File: src/rtl/mole_pkg.sv
// Shared defaults and helpers for the whack-a-mole board.
package mole_pkg;

  localparam int DEF_N_HOLES = 5;
  localparam int DEF_LIFE_W  = 8;
  localparam int MAX_HOLES   = 16;

  // Number of set bits in a hole vector of up to MAX_HOLES bits.
  function automatic logic [4:0] popcount(input logic [MAX_HOLES-1:0] bits);
    logic [4:0] total;
    total = '0;
    for (int i = 0; i < MAX_HOLES; i++) begin
      total = total + 5'(bits[i]);
    end
    return total;
  endfunction

endpackage

File: src/rtl/button_pulse.sv
// Synchronises raw button levels and turns each new press into a one-cycle pulse.
// A button that is already high when reset releases must be seen low once
// before it is allowed to produce a press.
module button_pulse #(
  parameter int WIDTH = 5
) (
  input  logic             clk,
  input  logic             rst_n,
  input  logic [WIDTH-1:0] button_i,
  output logic [WIDTH-1:0] press_o
);

  logic [WIDTH-1:0] sync1_q, sync2_q, prev_q;
  logic [WIDTH-1:0] enable_q, enable_d;
  logic [WIDTH-1:0] press_q, press_d;
  logic [1:0]       fillCnt_q, fillCnt_d;
  logic             pipeValid;

  // sync2 only holds real button data once two edges have passed since reset.
  assign pipeValid = (fillCnt_q == 2'd2);

  // Next-state for the fill counter, per-bit arming and the edge detector.
  always_comb begin
    fillCnt_d = pipeValid ? fillCnt_q : fillCnt_q + 2'd1;
    enable_d  = enable_q | ({WIDTH{pipeValid}} & ~sync2_q);
    press_d   = enable_q & sync2_q & ~prev_q;
  end

  // Synchroniser chain, previous-level flop and registered press pulse.
  always_ff @(posedge clk or negedge rst_n) begin
    if (!rst_n) begin
      sync1_q   <= '0;
      sync2_q   <= '0;
      prev_q    <= '0;
      enable_q  <= '0;
      press_q   <= '0;
      fillCnt_q <= '0;
    end else begin
      sync1_q   <= button_i;
      sync2_q   <= sync1_q;
      prev_q    <= sync2_q;
      enable_q  <= enable_d;
      press_q   <= press_d;
      fillCnt_q <= fillCnt_d;
    end
  end

  assign press_o = press_q;

endmodule

File: src/rtl/mole_board.sv
// Whack-a-mole board: per-hole lifetime counters, hit/miss/whiff scoring.
module mole_board
  import mole_pkg::*;
#(
  parameter int N_HOLES = DEF_N_HOLES,
  parameter int LIFE_W  = DEF_LIFE_W,
  parameter int CNT_W   = $clog2(N_HOLES + 1)
) (
  input  logic               clk,
  input  logic               rst_n,
  input  logic               tick,
  input  logic               load,
  input  logic [N_HOLES-1:0] load_mask,
  input  logic [LIFE_W-1:0]  load_life,
  input  logic [N_HOLES-1:0] button,
  output logic [N_HOLES-1:0] board_state,
  output logic               score_trigger,
  output logic [CNT_W-1:0]   hit_count,
  output logic               miss_trigger,
  output logic               whiff_trigger
);

  logic [N_HOLES-1:0] press;
  logic [N_HOLES-1:0] active;
  logic [N_HOLES-1:0] hit;
  logic [N_HOLES-1:0] expire;
  logic [N_HOLES-1:0] whiffHoles;
  logic               loadValid;

  logic [LIFE_W-1:0]  life_q [N_HOLES];
  logic [LIFE_W-1:0]  life_d [N_HOLES];
  logic [N_HOLES-1:0] boardState_q, boardState_d;
  logic               score_q, score_d;
  logic [CNT_W-1:0]   hitCount_q, hitCount_d;
  logic               miss_q, miss_d;
  logic               whiff_q, whiff_d;

  button_pulse #(
    .WIDTH(N_HOLES)
  ) u_button_pulse (
    .clk     (clk),
    .rst_n   (rst_n),
    .button_i(button),
    .press_o (press)
  );

  // A load with zero lifetime is a no-op.
  assign loadValid = load & (load_life != '0);

  // Per-hole lifetime update: hit clears, tick decrements, a valid load overrides both.
  // Hits are judged against the pre-load state so a re-armed hole can still score.
  always_comb begin
    for (int i = 0; i < N_HOLES; i++) begin
      active[i]     = (life_q[i] != '0);
      hit[i]        = press[i] & active[i];
      whiffHoles[i] = press[i] & ~active[i];
      life_d[i]     = life_q[i];
      expire[i]     = 1'b0;
      if (hit[i]) begin
        life_d[i] = '0;
      end else if (tick && active[i]) begin
        life_d[i] = life_q[i] - 1'b1;
        expire[i] = (life_q[i] == LIFE_W'(1));
      end
      if (loadValid && load_mask[i]) begin
        life_d[i] = load_life;
        expire[i] = 1'b0;
      end
      boardState_d[i] = (life_d[i] != '0);
    end
  end

  // Trigger and count outputs for the current cycle's events.
  always_comb begin
    hitCount_d = CNT_W'(popcount(MAX_HOLES'(hit)));
    score_d    = |hit;
    miss_d     = |expire;
    whiff_d    = |whiffHoles;
  end

  // Lifetime counters and registered outputs.
  always_ff @(posedge clk or negedge rst_n) begin
    if (!rst_n) begin
      for (int i = 0; i < N_HOLES; i++) begin
        life_q[i] <= '0;
      end
      boardState_q <= '0;
      score_q      <= 1'b0;
      hitCount_q   <= '0;
      miss_q       <= 1'b0;
      whiff_q      <= 1'b0;
    end else begin
      for (int i = 0; i < N_HOLES; i++) begin
        life_q[i] <= life_d[i];
      end
      boardState_q <= boardState_d;
      score_q      <= score_d;
      hitCount_q   <= hitCount_d;
      miss_q       <= miss_d;
      whiff_q      <= whiff_d;
    end
  end

  assign board_state   = boardState_q;
  assign score_trigger = score_q;
  assign hit_count     = hitCount_q;
  assign miss_trigger  = miss_q;
  assign whiff_trigger = whiff_q;

endmodule

File: config.mk
export PLATFORM = sky130hd
export DESIGN_NAME = mole_board
export DESIGN_NICKNAME = d
export VERILOG_FILES = /design/src/rtl/mole_pkg.sv /design/src/rtl/button_pulse.sv /design/src/rtl/mole_board.sv
export SDC_FILE = /design/constraint.sdc
export NUM_CORES = 1
export LEC_CHECK = 0
export ABC_AREA = 1
export CAP_MARGIN = 20
export CORE_MARGIN = 1.5
export CORE_UTILIZATION = 60
export CTS_CLUSTER_SIZE = 40
export DETAILED_ROUTE_END_ITERATION = 16
export GPL_ROUTABILITY_DRIVEN = 0
export PLACE_DENSITY = 0.93
export SLEW_MARGIN = 10
export SYNTH_ARGS = -nofsm -noshare
export SYNTH_HDL_FRONTEND = slang
export SYNTH_SLANG_ARGS = --single-unit
File: constraint.sdc
create_clock -name clk -period 2.95 [get_ports clk]
set_clock_uncertainty 0.05 [all_clocks]
set_input_delay 0.7375 -clock clk [delete_from_list [all_inputs] [get_ports clk]]
set_output_delay 0.7375 -clock clk [all_outputs]
set_load 0.02 [all_outputs]
run_1/final_clocks.png
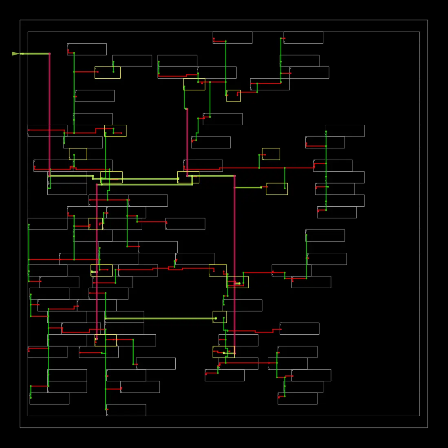
Flops: 78
Clock Sinks: 78
clk pwr: 0.795 mW

run_1/cell_classes.png
Drawn at 3 px/um.
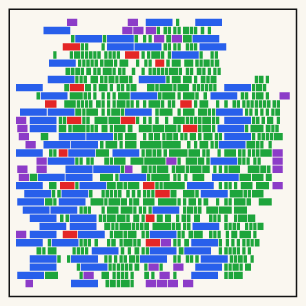
| colour | class | cells | share of their area |
|---|---|---|---|
| red | clock drivers and dummy loads | 16 | 3.6% |
| green | all other logic | 592 | 56% |
| purple | other buffers and delay cells | 33 | 5.8% |
| blue | flip-flops | 78 | 35% |

==> impl_metrics.json, run 1 <==
{
  "status": "completed",
  "common_cells": "217 x nand2_1, 93 x nor2_1, 83 x inv_1",
  "internal-power_mw": 2.07,
  "flop_area_mm2": 0.00195,
  "ys.flop_type": "dfrtp_1",
  "dieArea_mm2": 0.00907,
  "grt_util_met1": 0.333,
  "min_path_type": "register to register",
  "largest_area_cell": "dfrtp_1",
  "grt_use_met2": 0.511,
  "cts_made_buffers": 9,
  "clk_pin_slew_ns": 0.09,
  "finalNetCount": 756,
  "yosysWarnings": 0,
  "critPathMaxFanout": 4,
  "met3_usage": 0.0359,
  "final_max_slew_viol_count": 0,
  "post-route-drc-count": 0,
  "worstSetupStartpointType": "register",
  "synth_seq_share": 0.382,
  "logic_gates": 485,
  "synth-edff-count": 0,
  "grt_pass1_vias": 4367,
  "die_h_um": 95.3,
  "track_usage": 0.287,
  "numSynthFlops": 78,
  "dpl_cell_area_mm2": 0.00554,
  "dr.pass1.iters": 5,
  "fp_util": 0.621,
  "yosys_cells": 672,
  "cts_hold_buf": 0,
  "antenna_found_initial": 0,
  "clk_share": 0.0349,
  "hold_ws_ns": 0.309,
  "ff2ff_setup_slack_ns": 0.43,
  "ys_chip_area_mm2": 0.00511,
  "max_slew_margin": 0.372,
  "well_tap_count": 105,
  "cts_tree": "built",
  "combPwrFrac": 0.398,
  "rsz0062_at_grt": "no",
  "grt_max_degree": 79,
  "final_core_util": 0.699,
  "ys_types": 31,
  "finalSetupTns_ns": 0,
  "p_sw_frac": 0.433,
  "fin_crit_ns": 2.52,
  "cap_violations": 0,
  "routed_wl_mm": 12.0,
  "dr_total_vias": 4499,
  "largestClassByArea": "logic gates",
  "power_frac_clock": 0.218,
  "top_usage_layer": "met2",
  "period_used_share": 0.853,
  "wl_per_cell_um": 14.6
}
run_1/clock_map.png
Drawn at 4 px/um.
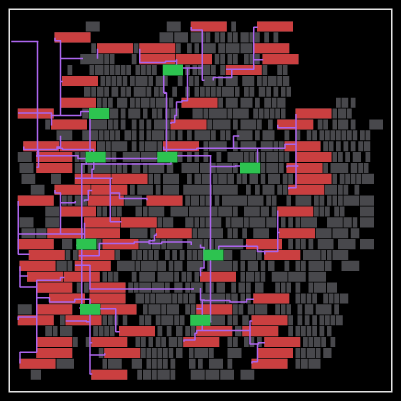
[red] flip-flops | count: 78
[green] cells driving clock nets | count: 9
[purple] clock wires | length: 867 um
flops lie: spread over the die
routed clock nets: 10

run_1/met3.png
Drawn at 4 px/um.
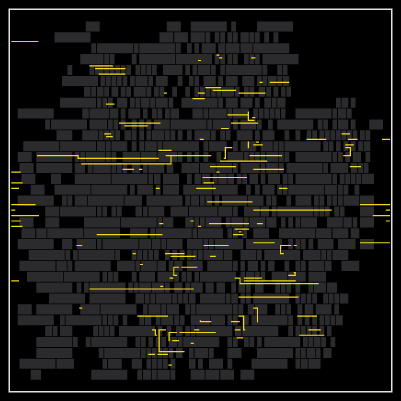
main direction: horizontal
nets with wire on the layer: 90
wire length on this layer: 544 um

## run 1: sequential cells by signal, summed over array words and instances (netlist names)
| signal | cells |
|---|---|
| u_button_pulse.prev_q | 5 |
| board_state | 5 |
| u_button_pulse.sync2_q | 5 |
| u_button_pulse.press_o | 5 |
| whiff_trigger | 1 |
| hit_count | 3 |
| life_q | 40 |
| miss_trigger | 1 |
| score_trigger | 1 |
| u_button_pulse.enable_q | 5 |
| u_button_pulse.sync1_q | 5 |
| u_button_pulse.fillCnt_q | 2 |
## run 1: logic make-up after synthesis
| kind of cell | share of synthesized area |
|---|---|
| flip-flops | 0.382 |
| AND/OR/NAND/NOR | 0.397 |
| AND-OR/OR-AND | 0.0674 |
| buffers and inverters | 0.0858 |
| XOR/XNOR | 0.0154 |
| adder cells (fa/ha/maj) | 0.0519 |
## run 1: cell usage in the layout, fill, tap and decap left out, types with 2 or more instances in the layout
cell type and n:
nand3_1 18, nand4_1 15, o21ai_0 3, nand2_4 21, o21ai_1 5, nor3_1 3, nand2_1 217, clkbuf_8 9
o21bai_1 5, dfrtp_1 78, buf_4 2, nor2_1 93, nand2_2 6, a21oi_1 5, fa_1 2, inv_8 4
inv_4 4, inv_2 19, nor2_4 17, inv_1 83, nand3_4 5, xor2_1 8, inv_6 2, o21a_1 3
ha_1 18, clkdlybuf4s50_1 31, nor2_2 9, nand3b_1 4, a21oi_2 24
## run 1: layer usage
metal / vias up / wire [um]
met1: 2129 / 4920
met4: 0 / 434
met3: 43 / 543
li1: 2140 / -
met5: - / 0
met2: 187 / 6100
## run 1: worst max-delay path: stages (launching register included)
cell,delay (ns)
dfrtp_1,0.40
inv_1,0.09
ha_1,0.23
nand2_4,0.09
inv_2,0.05
nand2_4,0.08
nand2_2,0.10
fa_1,0.55
inv_1,0.05
fa_1,0.41
ha_1,0.29
## run 1: path summary, 6_finish.rpt
kind | start | to | cells past startpoint
worst max-delay path | life_q[32]$_DFF_PN0_ | hit_count[1]$_DFF_PN0_ | 10
min in group asynchronous | rst_n | u_button_pulse.fillCnt_q[1]$_DFFE_PN0P_ | 1
max in group asynchronous | rst_n | life_q[31]$_DFF_PN0_ | 1
worst min-delay path | u_button_pulse.sync1_q[2]$_DFF_PN0_ | u_button_pulse.sync2_q[2]$_DFF_PN0_ | 0
worst min register to register | u_button_pulse.sync1_q[2]$_DFF_PN0_ | u_button_pulse.sync2_q[2]$_DFF_PN0_ | 0
worst max register to register | life_q[32]$_DFF_PN0_ | hit_count[1]$_DFF_PN0_ | 10
## run 1: per-stage QoR
stage	setup WS (ns)	cells	power, mW
final	0.433	824	3.65
after global routing	0.285	824	3.90
after CTS	0.436	824	3.65
after detailed placement	0.362	808	2.84
after global placement	0.391	808	2.74
after floorplan	0.569	672	2.46
## run 1: power groups by stage
stage / combinational, mW / sequential (mW) / clock [mW]
floorplan: 1.05 / 1.40 / 0
global placement: 1.34 / 1.40 / 0
detailed placement: 1.42 / 1.42 / 0
CTS: 1.44 / 1.40 / 0.811
global route: 1.62 / 1.42 / 0.861
finish: 1.46 / 1.40 / 0.795
==> run 1 -> run 2 <==
- CORE_UTILIZATION: 60 -> 45
- PLACE_DENSITY: 0.93 -> 0.75
- SLEW_MARGIN: 10 -> default
run_2/clock_map.png
Drawn at 4 px/um.
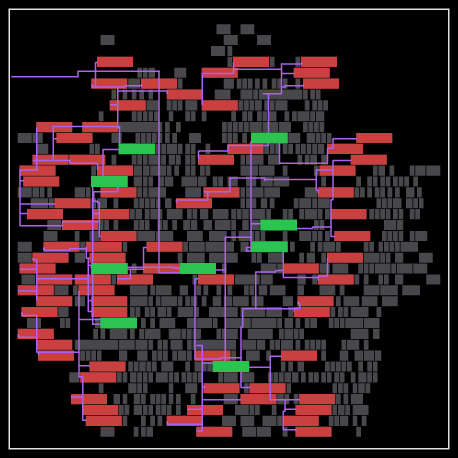
[purple] clock wires | length: 1050 um
[red] flip-flops | count: 78
[green] cells driving clock nets | count: 9
flops lie: spread over the die
routed clock nets: 10

run_2/cell_classes.png
Drawn at 2 px/um.
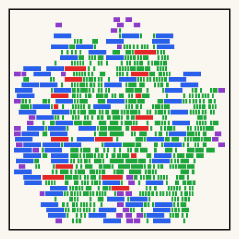
| colour | class | cells | share of their area |
|---|---|---|---|
| red | clock drivers and dummy loads | 16 | 6.4% |
| blue | flip-flops | 78 | 34% |
| purple | other buffers and delay cells | 35 | 5.9% |
| green | all other logic | 592 | 54% |

run_2/port_nets.png
Drawn at 4 px/um.
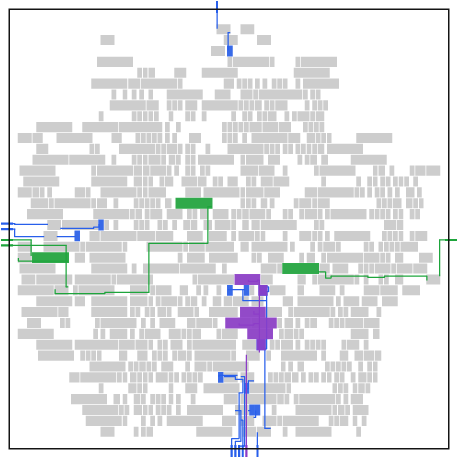
| colour | port | direction | edge | end cells | wire |
|---|---|---|---|---|---|
| green | `hit_count` | output | 2 west, 1 east | 3 | 150 um |
| purple | `load` | input | south | 7 | 52.7 um |
| blue | `load_life` | input | 5 south, 2 west, 1 north | 11 | 175 um |

==> run 2 against run 1 <==
Core utilization shrank 15 points. Sequential power is essentially flat. Register-to-register slack is essentially flat. Via count shrank 5.1%. Sequential cell count is the same. Largest power group unchanged. Clock power grew 74%. Global-route usage shrank 6.7 points.
==> impl_metrics.json, run 2 <==
{
  "wl_per_cell_um": 13.8,
  "antenna_found_initial": 0,
  "worstSetupStartpointType": "register",
  "finalSetupTns_ns": 0,
  "grt_pass1_vias": 4250,
  "path_cells": "inv_1 -> ha_1 -> nand2_4 -> inv_2 -> nand2_4 -> nand2_2 -> fa_1 -> inv_1 -> fa_1 -> ha_1",
  "met1_length_mm": 5.22,
  "die_h_um": 110,
  "synthesis.nets": 714,
  "numSynthFlops": 78,
  "finalNetCount": 758,
  "aoi_share": 0.0674,
  "yosysWarnings": 0,
  "stdcell_count": 861,
  "max_slew_margin": 0.599,
  "path_delay_family": "adder cells",
  "dr.pass1.iters": 5,
  "cts_hold_buf": 0,
  "largest_area_cell": "dfrtp_1",
  "ys_chip_area_mm2": 0.00511,
  "critPathMaxFanout": 7,
  "period_used_share": 0.850,
  "top_cell_area_share": 0.382,
  "cts_tree": "built",
  "ys_sh_simple": 0.397,
  "maxUsedRoutingLayer": "met4",
  "ys.flop_type": "dfrtp_1",
  "logic_family": "simple AND/OR/NAND/NOR gates",
  "r2r-start": "life_q[24]$_DFF_PN0_",
  "cts_made_buffers": 9,
  "rsz0062_at_grt": "no",
  "min_path_type": "register to register",
  "layout_top_cells": "217 x nand2_1, 93 x nor2_1, 83 x inv_1, 78 x dfrtp_1, 31 x clkdlybuf4s50_1",
  "largest_reg_flops": 40,
  "fp_util": 0.467,
  "dr_total_vias": 4271,
  "lay_top_count": "nand2_1",
  "common_cells": "217 x nand2_1, 93 x nor2_1, 83 x inv_1",
  "met2_wirelength_mm": 5.86,
  "status": "completed",
  "cap_violations": 0,
  "dp_cells": 845,
  "route.met3.wl_um": 449,
  "routed_wl_mm": 11.9,
  "hold_ws_ns": 0.298,
  "clock-sinks": 78,
  "dieArea_mm2": 0.0120,
  "min_from": "u_button_pulse.sync1_q[0]$_DFF_PN0_",
  "crit_start": "life_q[24]$_DFF_PN0_",
  "synth_seq_share": 0.382,
  "ys_sh_xor": 0.0154,
  "synth-edff-count": 0,
  "grt_max_degree": 50,
  "track_usage": 0.219,
  "post-route-drc-count": 0,
  "adder_share": 0.0519,
  "crit_buf_inv": 3,
  "yosys_cells": 672,
  "mux_area_frac": 0,
  "clk_pin_slew_ns": 0.06,
  "final_max_slew_viol_count": 0,
  "fin_crit_ns": 2.51,
  "ys_types": 31
}
-- run 2: cell counts after synthesis --
No cell type changed its count.
-- run 2: report_power, final --
group          leakage, nW  internal [mW]  switching, mW
clock network        0.176          0.917          0.461
logic                 2.14          0.516          0.907
registers            0.932           1.22          0.185
total                 3.25           2.66           1.55
-- run 2: final timing paths --
check | to | slack (ns) | cells past startpoint
hold / removal | u_button_pulse.sync2_q[0]$_DFF_PN0_ | 0.30 | 0
max in group asynchronous | life_q[32]$_DFF_PN0_ | 1.85 | 2
setup reg to reg | hit_count[1]$_DFF_PN0_ | 0.44 | 10
setup / recovery | hit_count[1]$_DFF_PN0_ | 0.44 | 10
hold reg to reg | u_button_pulse.sync2_q[0]$_DFF_PN0_ | 0.30 | 0
min in group asynchronous | u_button_pulse.sync2_q[1]$_DFF_PN0_ | 0.36 | 1
-- run 2: final cells by class --
| cell class | count | area (um2) | area share |
|---|---|---|---|
| multi-input combinational | 485 | 2720 | 0.455 |
| sequential | 78 | 1950 | 0.327 |
| inverter | 107 | 419 | 0.0702 |
| timing repair buffer | 35 | 340 | 0.0570 |
| clock buffer | 9 | 225 | 0.0377 |
| tap | 140 | 175 | 0.0293 |
| clock inverter | 7 | 145 | 0.0243 |
-- run 2: routing by layer --
layer / vias up / GRT usage
li1: 2140 / -
met1: 1999 / 0.268
met2: 105 / 0.378
met3: 27 / 0.0338
met4: 0 / 0.105
met5: - / 0
-- run 2: cell families after synthesis --
family | Yosys count
AOI/OAI and AO/OA | 46
xor gates and xnor gates | 9
adders and majority gates | 20
buffers and inverters | 109
DFF | 78
and+or+nand+nor | 410
-- run 2: metrics by stage --
step | instance area [um2] | util | worst slack [ns] | total power [mW]
floorplan | 5110 | - | 0.569 | 2.46
global placement | 5600 | 0.512 | 0.372 | 2.77
detailed placement | 5600 | 0.512 | 0.343 | 2.83
CTS | 5970 | 0.546 | 0.451 | 4.21
global route | 5970 | 0.546 | 0.328 | 4.47
finish | 5970 | 0.546 | 0.444 | 4.21
No activity file was given, so power comes from the tool's default toggle rates.
